**config.mk**
```make
export PLATFORM = sky130hd
export DESIGN_NAME = ah_demux_pkt_buf
export DESIGN_NICKNAME = d
export VERILOG_FILES = /design/src/rtl/ah_demux_pkt_buf.sv
export SDC_FILE = /design/constraint.sdc
export NUM_CORES = 1
export LEC_CHECK = 0
export ABC_AREA = 1
export CORE_UTILIZATION = 25
export CTS_CLUSTER_DIAMETER = 150
export CTS_CLUSTER_SIZE = 14
export DETAILED_ROUTE_END_ITERATION = 10
export PLACE_DENSITY = 0.51
export SLEW_MARGIN = 0
export SYNTH_ARGS = -nofsm -noshare
export SYNTH_HDL_FRONTEND = slang
export SYNTH_SLANG_ARGS = --single-unit
```
**constraint.sdc**
```tcl
create_clock -name clk -period 2.6 [get_ports clk]
set_input_delay 0.26 -clock clk [delete_from_list [all_inputs] [get_ports clk]]
set_output_delay 0.26 -clock clk [all_outputs]
set_load 0.01 [all_outputs]
```
**src/rtl/ah_demux_pkt_buf.sv**
```systemverilog
// Valid/ready 1-to-N demux with a 2-entry registered skid buffer per egress,
// optional packet-mode route locking, and discard/counting of beats to missing egresses.
module ah_demux_pkt_buf #(
   parameter int unsigned DATA_W   = 34,
   parameter int unsigned NUM_EGR  = 7,
   parameter int unsigned SEL_W    = 3,
   parameter int unsigned PKT_MODE = 1,
   parameter int unsigned CNT_W    = 16
) (
   input  logic                      clk,
   input  logic                      rst_n,
   input  logic [SEL_W-1:0]          ing_select,
   input  logic [DATA_W-1:0]         ing_data,
   input  logic                      ing_last,
   input  logic                      ing_valid,
   output logic                      ing_ready,
   output logic [NUM_EGR*DATA_W-1:0] egr_data,
   output logic [NUM_EGR-1:0]        egr_last,
   output logic [NUM_EGR-1:0]        egr_valid,
   input  logic [NUM_EGR-1:0]        egr_ready,
   output logic [CNT_W-1:0]          drop_cnt,
   output logic                      drop_pulse
);

   localparam int unsigned SEL_N = 1 << SEL_W;
   localparam int unsigned ENT_W = DATA_W + 1;

   typedef enum logic {ST_IDLE, ST_LOCKED} state_t;

   state_t             state;
   logic [SEL_W-1:0]   lock_sel;
   logic [SEL_W-1:0]   route_c;
   logic               route_ok_c;
   logic               acc_c;
   logic               drop_c;
   logic [NUM_EGR-1:0] full_c;
   logic [SEL_N-1:0]   full_pad_c;

   // Ready depends only on registered occupancy, never on egr_ready.
   assign route_c    = (PKT_MODE != 0 && state == ST_LOCKED) ? lock_sel : ing_select;
   assign route_ok_c = {1'b0, route_c} < (SEL_W+1)'(NUM_EGR);
   assign full_pad_c = SEL_N'(full_c);
   assign ing_ready  = !route_ok_c || !full_pad_c[route_c];
   assign acc_c      = ing_valid && ing_ready;
   assign drop_c     = acc_c && !route_ok_c;

   // Packet route lock: first beat picks the route, held until the last beat.
   always_ff @(posedge clk or negedge rst_n) begin
      if (!rst_n) begin
         state    <= ST_IDLE;
         lock_sel <= '0;
      end else if (PKT_MODE != 0 && acc_c) begin
         case (state)
            ST_IDLE: begin
               if (!ing_last) begin
                  state    <= ST_LOCKED;
                  lock_sel <= ing_select;
               end
            end
            ST_LOCKED: begin
               if (ing_last) state <= ST_IDLE;
            end
            default: state <= ST_IDLE;
         endcase
      end
   end

   always_ff @(posedge clk or negedge rst_n) begin
      if (!rst_n) begin
         drop_cnt   <= '0;
         drop_pulse <= 1'b0;
      end else begin
         drop_pulse <= drop_c;
         if (drop_c && drop_cnt != {CNT_W{1'b1}}) drop_cnt <= drop_cnt + CNT_W'(1);
      end
   end

   for (genvar k = 0; k < NUM_EGR; k++) begin : g_egr
      logic [1:0]       cnt;
      logic [ENT_W-1:0] slot0;
      logic [ENT_W-1:0] slot1;
      logic             push_c;
      logic             pop_c;

      assign push_c    = acc_c && route_ok_c && (route_c == SEL_W'(k));
      assign pop_c     = (cnt != 2'd0) && egr_ready[k];
      assign full_c[k] = (cnt == 2'd2);

      assign egr_valid[k]                   = (cnt != 2'd0);
      assign egr_data[k*DATA_W +: DATA_W]   = slot0[DATA_W-1:0];
      assign egr_last[k]                    = slot0[DATA_W];

      // slot0 is always the head entry; a pop shifts slot1 forward.
      always_ff @(posedge clk or negedge rst_n) begin
         if (!rst_n) begin
            cnt   <= 2'd0;
            slot0 <= '0;
            slot1 <= '0;
         end else begin
            case ({push_c, pop_c})
               2'b11: begin
                  if (cnt == 2'd2) begin
                     slot0 <= slot1;
                     slot1 <= {ing_last, ing_data};
                  end else begin
                     slot0 <= {ing_last, ing_data};
                  end
               end
               2'b10: begin
                  if (cnt == 2'd0) slot0 <= {ing_last, ing_data};
                  else             slot1 <= {ing_last, ing_data};
                  cnt <= cnt + 2'd1;
               end
               2'b01: begin
                  slot0 <= slot1;
                  cnt   <= cnt - 2'd1;
               end
               default: ;
            endcase
         end
      end
   end

endmodule

```
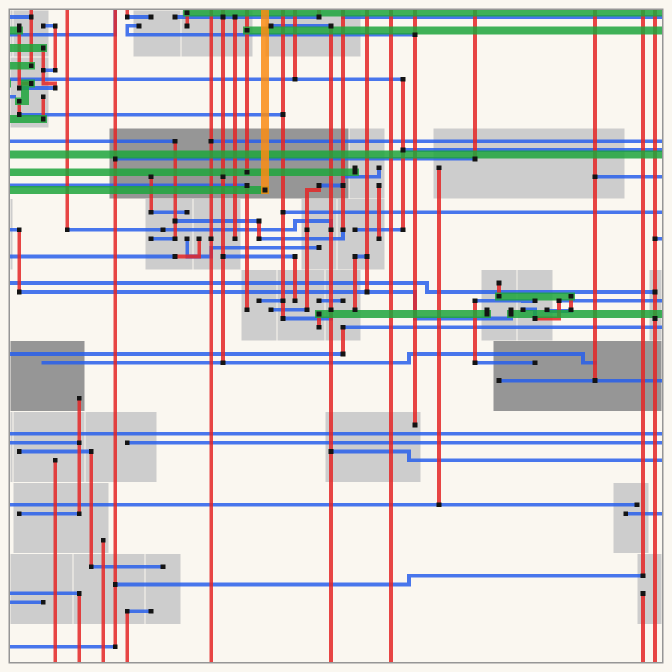
run_1/closeup.png
Window x 240 to 265, y 72 to 97 um. Cells in grey, sequential cells in the stronger grey; small squares are vias.
[blue] M1
[green] M3
[red] M2
[orange] M4
netlist names of flops here include: g_egr.slot0 (1), g_egr.slot1 (1)
sequential cells in the window: 2
most frequent: o21ai_0 (6), nand2_1 (6), buf_4 (5)
cells with their middle in the window: 26

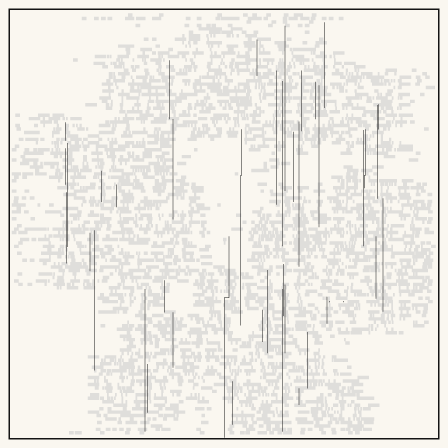
run_1/m4.png
Cells faint in the background.
share of all routed wire: 2.3%
wire length on this layer: 2,620 um
detailed-route via count: 27.55k
wire length reported by the detailed router: 114,500 um

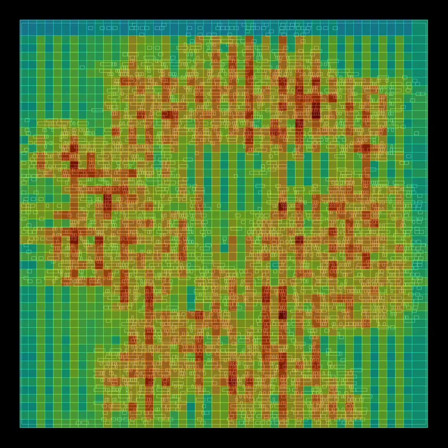
run_1/congestion_map.png
met3 Resource Use GR: 2.937%
met1 Usage GRT: 27.37%
aggregate global-route resource usage: 19.21%
Avg WL per Cell: 20.05 um
Most Crowded Layer GR: met2

==> summary.rpt, run 1 <==
IMPLEMENTATION SUMMARY REPORT
----------------------------------------------------
[Job]
  Number of max-cap violations ........................ 0
  Number of warnings in the stage logs ........................ 43

[Setup path]
  Worst setup path end ........................ g_egr[2].slot0[18]
  Top cell by count, worst path ........................ sky130_fd_sc_hd__nand2_1
  Critical path's largest stage delay ........................ 450 ps
  End of the worst register-to-register path ........................ g_egr[2].slot0[18]
  CP Depth ........................ 19
  Slowest cell on crit path ........................ sky130_fd_sc_hd__dfrtp_2
  Setup slack, reg-to-reg ........................ 120 ps
  Critical Path Source ........................ state
  Sum of buffers and inverters on the critical path ........................ 4
  Element type at the critical path end ........................ register
  Critical Path Start Type ........................ register
  Worst path top cell family by delay ........................ simple AND/OR/NAND/NOR gates
  Maximum net fanout on the critical path ........................ 6
  Crit path required time ........................ 3130 ps
  Worst setup path class ........................ register to register
  Depth of the worst register-to-register path ........................ 19

[CTS]
  TritonCTS Sinks ........................ roughly 530
  H-tree depth reported by CTS ........................ 2
  Number of buffers inserted by hold repair at cts ........................ 1
  Clock insertion delay at the later pin of the skew report ........................ 610 ps
  Inserted Clock Buffers ........................ 43
  Number of instances resized during post-cts repair ........................ 12
  Clock transition at the register clock pins on the worst setup and hold paths after CTS ........................ 70 ps
  Cell at the root of the clock tree ........................ sky130_fd_sc_hd__clkbuf_16
  TritonCTS clock tree ........................ built
  Number of setup buffers added after CTS ........................ 0
  Clock tree buffer depth ........................ 3

[Detailed routing]
  Post-route DRC violation count ........................ 0
  Post-detailed-route via-to-cell ratio ........................ 4.825
  Antenna-violating nets left ........................ 0
  Met3 routed wirelength ........................ 7264 um
  Detailed Routing Iterations Pass 1 ........................ 6
  Total met2 wirelength after detailed routing ........................ ~52,000 um
  Highest metal layer with signal wires ........................ met5
  Routed metal-1 wirelength ........................ between 50,000 and 60,000 um
  Drt initial violations ........................ around 2.5k

[Timing]
  Final count of pins violating max slew ........................ 0
  Hold Slack ........................ 236.4 ps
  Setup repair after global routing missed its margin ........................ true
  Sum Neg Setup Slack ........................ 0 ps
  Period utilisation layout ........................ 95.36%
  Hold violation count in the final report ........................ 0
  Maximum operating frequency ........................ 403.3 MHz
  Count of endpoints failing setup in the final report ........................ 0
  Final clock skew ........................ 27.68 ps
  Worst-case headroom to the max-slew limit ........................ about half
  Fin crit period ........................ 2479 ps
  Slew of the pin with the lowest slew margin ........................ 755.4 ps
  Slack of the critical path ........................ ~120 ps

[Die]
  I/O pin count ........................ 318
  Std cell rows ........................ about 120
  Initial cell density of the core ........................ 25.31%
  Floorplan die height ........................ ~340 um
  Overall chip area ........................ 113,700 um2
  Die Span X ........................ 337.2 um
  Core Box Area ........................ 111,000 um2

[Global route]
  Antenna violations before repair ........................ 7
  Met2 Resource Use GR ........................ 30.29%
  Wire length of the first global-routing pass ........................ roughly 170,000 um
  Via count of the first global-routing pass ........................ 25.27k
  Maximum number of pins on one net before global-route repair ........................ 72
  Total grt overflow ........................ 0

[Final layout]
  Fraction of layout instances using a drive strength above 1 ........................ about 11%
  Top library cells by usage in the layout, fill and taps aside ........................ sky130_fd_sc_hd__nand2_1 (1,449), sky130_fd_sc_hd__o21ai_0 (708), sky130_fd_sc_hd__dfrtp_1 (524), sky130_fd_sc_hd__clkdlybuf4s50_1 (315), sky130_fd_sc_hd__nand3_1 (252)
  Data buffer area share ........................ 18.80%
  Nonclk buf count ........................ 625
  Most common cell after layout, fill and taps aside ........................ sky130_fd_sc_hd__nand2_1
  Largest registers ........................ g_egr.slot0 x245, g_egr.slot1 x245, drop_cnt x16
  Flip-flop and latch area ........................ 13,140 um2
  Final non-filler cell area ........................ approximately 37,000 um2
  Post-Route Utilization ........................ between 30% and 40%
  Flip-flop and latch share of the layout cell area ........................ 35.40%
  Fraction of area in clock buffers and inverters ........................ 3.057%
  Layout inverter count without the clock tree ........................ 133
  Dominant kind of cell ........................ multi-input combinational cells
  Ant diodes ........................ 3
  Area growth from synthesis to layout ........................ 32.15%
  Fillers ........................ 11.76k
  # clk buffers ........................ 45
  Post-route non-filler standard cell count ........................ about 5.7k
  Proportion of cell area occupied by multi-input gates ........................ 36.25%
  Post-layout net count ........................ 4,287
  Total number of multi-input combinational cells ........................ roughly 2.9k

[Yosys]
  Area share of the largest cell type after synthesis ........................ between 40% and 50%
  Post-synth top flop ........................ sky130_fd_sc_hd__dfrtp_1
  Post-synthesis share of cell area spent on and-or and or-and gates ........................ 18.36%
  Synthesized netlist net count ........................ 3,955
  Share of synthesized area occupied by flip-flops and latches ........................ between 40 and 50%
  Yosys simple share ........................ 26.20%
  EDFF count, synth ........................ 0
  Cell area leaders ........................ sky130_fd_sc_hd__dfrtp_1 (47%), sky130_fd_sc_hd__nand2_1 (20%), sky130_fd_sc_hd__o21ai_0 (14%)
  Top post-synthesis cells by count ........................ sky130_fd_sc_hd__nand2_1 (1,477), sky130_fd_sc_hd__o21ai_0 (788), sky130_fd_sc_hd__dfrtp_1 (525)
  XOR Share, Synth ........................ 0.9043%
  Yosys adder share ........................ 0.9800%
  Synth top cell by count ........................ sky130_fd_sc_hd__nand2_1
  Post-synthesis register bit count ........................ 525
  Cell total in the yosys stat output ........................ between 3k and 4k
  Yosys synthesis chip area ........................ 28,090 um2
  Mux contribution to synthesized area ........................ 0%
  Avg Synthesized Cell Area ........................ 7.230 um2
  Async set-or-reset flop fraction in the synthesized netlist ........................ 100.0%
  Leading area contributor after synthesis ........................ sky130_fd_sc_hd__dfrtp_1
  Largest combinational cell category by area ........................ simple AND/OR/NAND/NOR gates

[Power and ir drop]
  Share of total power in combinational logic ........................ 52.1%
  Sequential logic power ........................ 0.0147 W
  Combinational cell power ........................ 0.0228 W
  Power in the clock group ........................ 0.00624 W
  Share of power burned in registers ........................ 33.6%
  Total power of the final layout ........................ 0.04368 W
  Sw Ratio ........................ 42.88%
  Power density of the placed cells ........................ 1177 nW/um2
  Pint ........................ 0.02495 W
  Relative contribution of the clock network to total power ........................ 14.3%
  Main power-consuming group ........................ combinational logic
  Net switching component of the power ........................ about 0.019 W

[Place]
  Detailed placer's ending HPWL ........................ 74,900 um
  Number of instances in the placed design ........................ about 5.6k
  Placer Congestion ........................ just over 0.8
  Number of buffers inserted by port buffering ........................ around 320
  Worst slack after detailed placement ........................ -585.6 ps

[Worst hold path]
  Hold WC Path Type ........................ input pin to asynchronous set/reset pin

[Run status]
  Result of the run ........................ finished, final reports clean

----------------------------------------------------
==> run 2, diff against run 1 <==
--- a/config.mk
+++ b/config.mk
@@ -8,9 +8,9 @@
 export ABC_AREA = 1
 export CORE_UTILIZATION = 25
 export CTS_CLUSTER_DIAMETER = 150
-export CTS_CLUSTER_SIZE = 14
 export DETAILED_ROUTE_END_ITERATION = 10
-export PLACE_DENSITY = 0.51
+export PLACE_DENSITY = 0.53
+export RECOVER_POWER = 25
 export SLEW_MARGIN = 0
 export SYNTH_ARGS = -nofsm -noshare
 export SYNTH_HDL_FRONTEND = slang
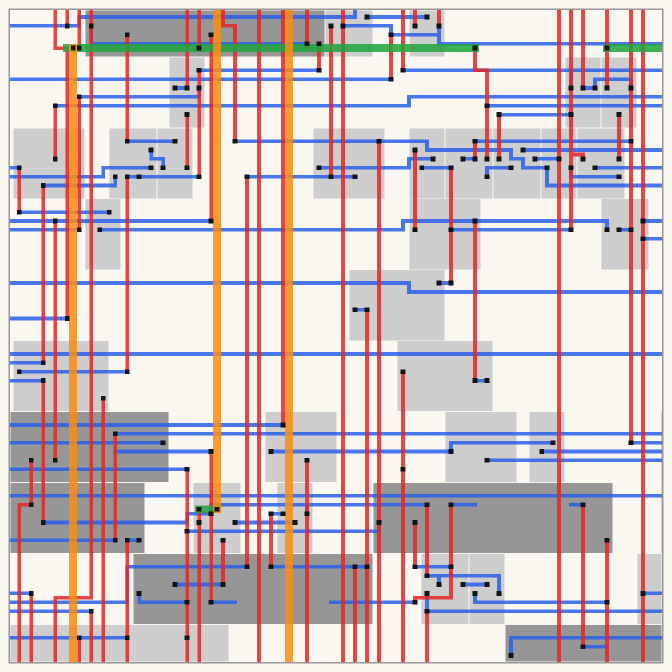
run_2/closeup.png
Window x 240 to 265, y 72 to 97 um. Cells in grey, sequential cells in the stronger grey; small squares are vias.
[blue] M1
[orange] M4
[green] M3
[red] M2
cells with their middle in the window: 34
netlist names of flops here include: g_egr.slot1 (4), g_egr.slot0 (2)
sequential cells in the window: 6
most frequent: nand2_1 (7), o21ai_0 (7), dfrtp_1 (6)

==> summary.rpt, run 2 <==
IMPLEMENTATION SUMMARY REPORT
----------------------------------------------------
[Run status]
  Result of the run ........................ finished, violations left
  Violations in the final reports ........................ capacitance limit, slew limit

[Timing]
  Maximum operating frequency ........................ 387.0 MHz
  Final clock skew ........................ 30.10 ps
  Count of endpoints failing setup in the final report ........................ 0
  Worst-case headroom to the max-slew limit ........................ -1.447%
  Sum Neg Setup Slack ........................ 0 ps
  Hold Slack ........................ between 200 and 300 ps
  Period utilisation layout ........................ between 90% and 100%
  Slew of the pin with the lowest slew margin ........................ 1522 ps
  Hold violation count in the final report ........................ 0
  Final count of pins violating max slew ........................ 45

[Place]
  Number of instances in the placed design ........................ about 5.6k
  Detailed placer's ending HPWL ........................ 72,340 um
  Placer Congestion ........................ 0.8265

[Setup path]
  Critical path's largest stage delay ........................ 440 ps
  Setup slack, reg-to-reg ........................ around 16 ps
  Critical Path Source ........................ state
  Critical Path Start Type ........................ register
  Worst path top cell family by delay ........................ buffers and inverters
  CP Depth ........................ 20
  Maximum net fanout on the critical path ........................ 7
  Depth of the worst register-to-register path ........................ 20
  End of the worst register-to-register path ........................ g_egr[0].slot1[17]
  Worst setup path end ........................ g_egr[0].slot1[17]

[Yosys]
  EDFF count, synth ........................ 0
  Avg Synthesized Cell Area ........................ 7.230 um2
  Mux contribution to synthesized area ........................ 0%
  XOR Share, Synth ........................ less than 1%
  Largest combinational cell category by area ........................ simple AND/OR/NAND/NOR gates
  Yosys simple share ........................ 26.20%
  Post-synthesis share of cell area spent on and-or and or-and gates ........................ 18.36%
  Async set-or-reset flop fraction in the synthesized netlist ........................ 100.0%
  Post-synthesis register bit count ........................ between 500 and 600
  Synth top cell by count ........................ sky130_fd_sc_hd__nand2_1
  Synthesized netlist net count ........................ 3,955
  Cell total in the yosys stat output ........................ 3,885
  Post-synth top flop ........................ sky130_fd_sc_hd__dfrtp_1

[Power and ir drop]
  Share of power burned in registers ........................ 29.9%
  Share of total power in combinational logic ........................ 48.4%
  Power in the clock group ........................ roughly 0.011 W
  Combinational cell power ........................ 0.0236 W
  Total power of the final layout ........................ roughly 0.049 W
  Power density of the placed cells ........................ about 1300 nW/um2
  Sequential logic power ........................ ~0.015 W
  Sw Ratio ........................ 40.63%

[CTS]
  Clock transition at the register clock pins on the worst setup and hold paths after CTS ........................ 50 ps
  Inserted Clock Buffers ........................ ~70
  TritonCTS clock tree ........................ built
  H-tree depth reported by CTS ........................ 3
  Number of instances resized during post-cts repair ........................ 23
  Clock tree buffer depth ........................ 3

[Die]
  I/O pin count ........................ 318
  Initial cell density of the core ........................ between 20% and 30%
  Std cell rows ........................ about 120

[Global route]
  Met1 Usage GRT ........................ 26.80%
  Most Crowded Layer GR ........................ met2
  Via count of the first global-routing pass ........................ 25.56k
  Maximum number of pins on one net before global-route repair ........................ 102
  Met3 Resource Use GR ........................ 3.516%

[Detailed routing]
  Post-route DRC violation count ........................ 0
  Post-detailed-route via-to-cell ratio ........................ just under 5
  Wire length reported by the detailed router ........................ 114,400 um
  Detailed Routing Iterations Pass 1 ........................ 5
  Antenna-violating nets left ........................ 0
  Drt initial violations ........................ 2,300

[Worst hold path]
  Hold WC Path Type ........................ input pin to register

[Final layout]
  Fraction of layout instances using a drive strength above 1 ........................ 13.88%
  Top library cells by usage in the layout, fill and taps aside ........................ sky130_fd_sc_hd__nand2_1 (1,445), sky130_fd_sc_hd__o21ai_0 (646), sky130_fd_sc_hd__dfrtp_1 (525), sky130_fd_sc_hd__clkdlybuf4s50_1 (315), sky130_fd_sc_hd__nand3_1 (251)
  Largest registers ........................ g_egr.slot0 x245, g_egr.slot1 x245, drop_cnt x16
  # clk buffers ........................ 98
  Ant diodes ........................ 2
  Fraction of area in clock buffers and inverters ........................ about 6.4%
  Final non-filler cell area ........................ 38,910 um2
  Post-route non-filler standard cell count ........................ roughly 5.8k
  Post-layout net count ........................ between 4k and 5k
  Area growth from synthesis to layout ........................ 38.52%
  Nonclk buf count ........................ 642

[Job]
  Number of warnings in the stage logs ........................ roughly 46
  Number of max-cap violations ........................ 1

----------------------------------------------------
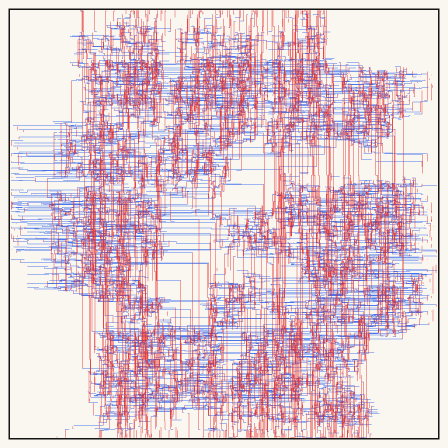
run_2/layers.png
Two of the layers only.
[red] M2 | wire length: 51.7 mm
[blue] M1 | wire length: 51.3 mm
Avg WL per Cell: 19.70 um
aggregate global-route resource usage: 19.10%
detailed-route via count: 27.91k

Power is estimated from default activity; no workload was simulated.
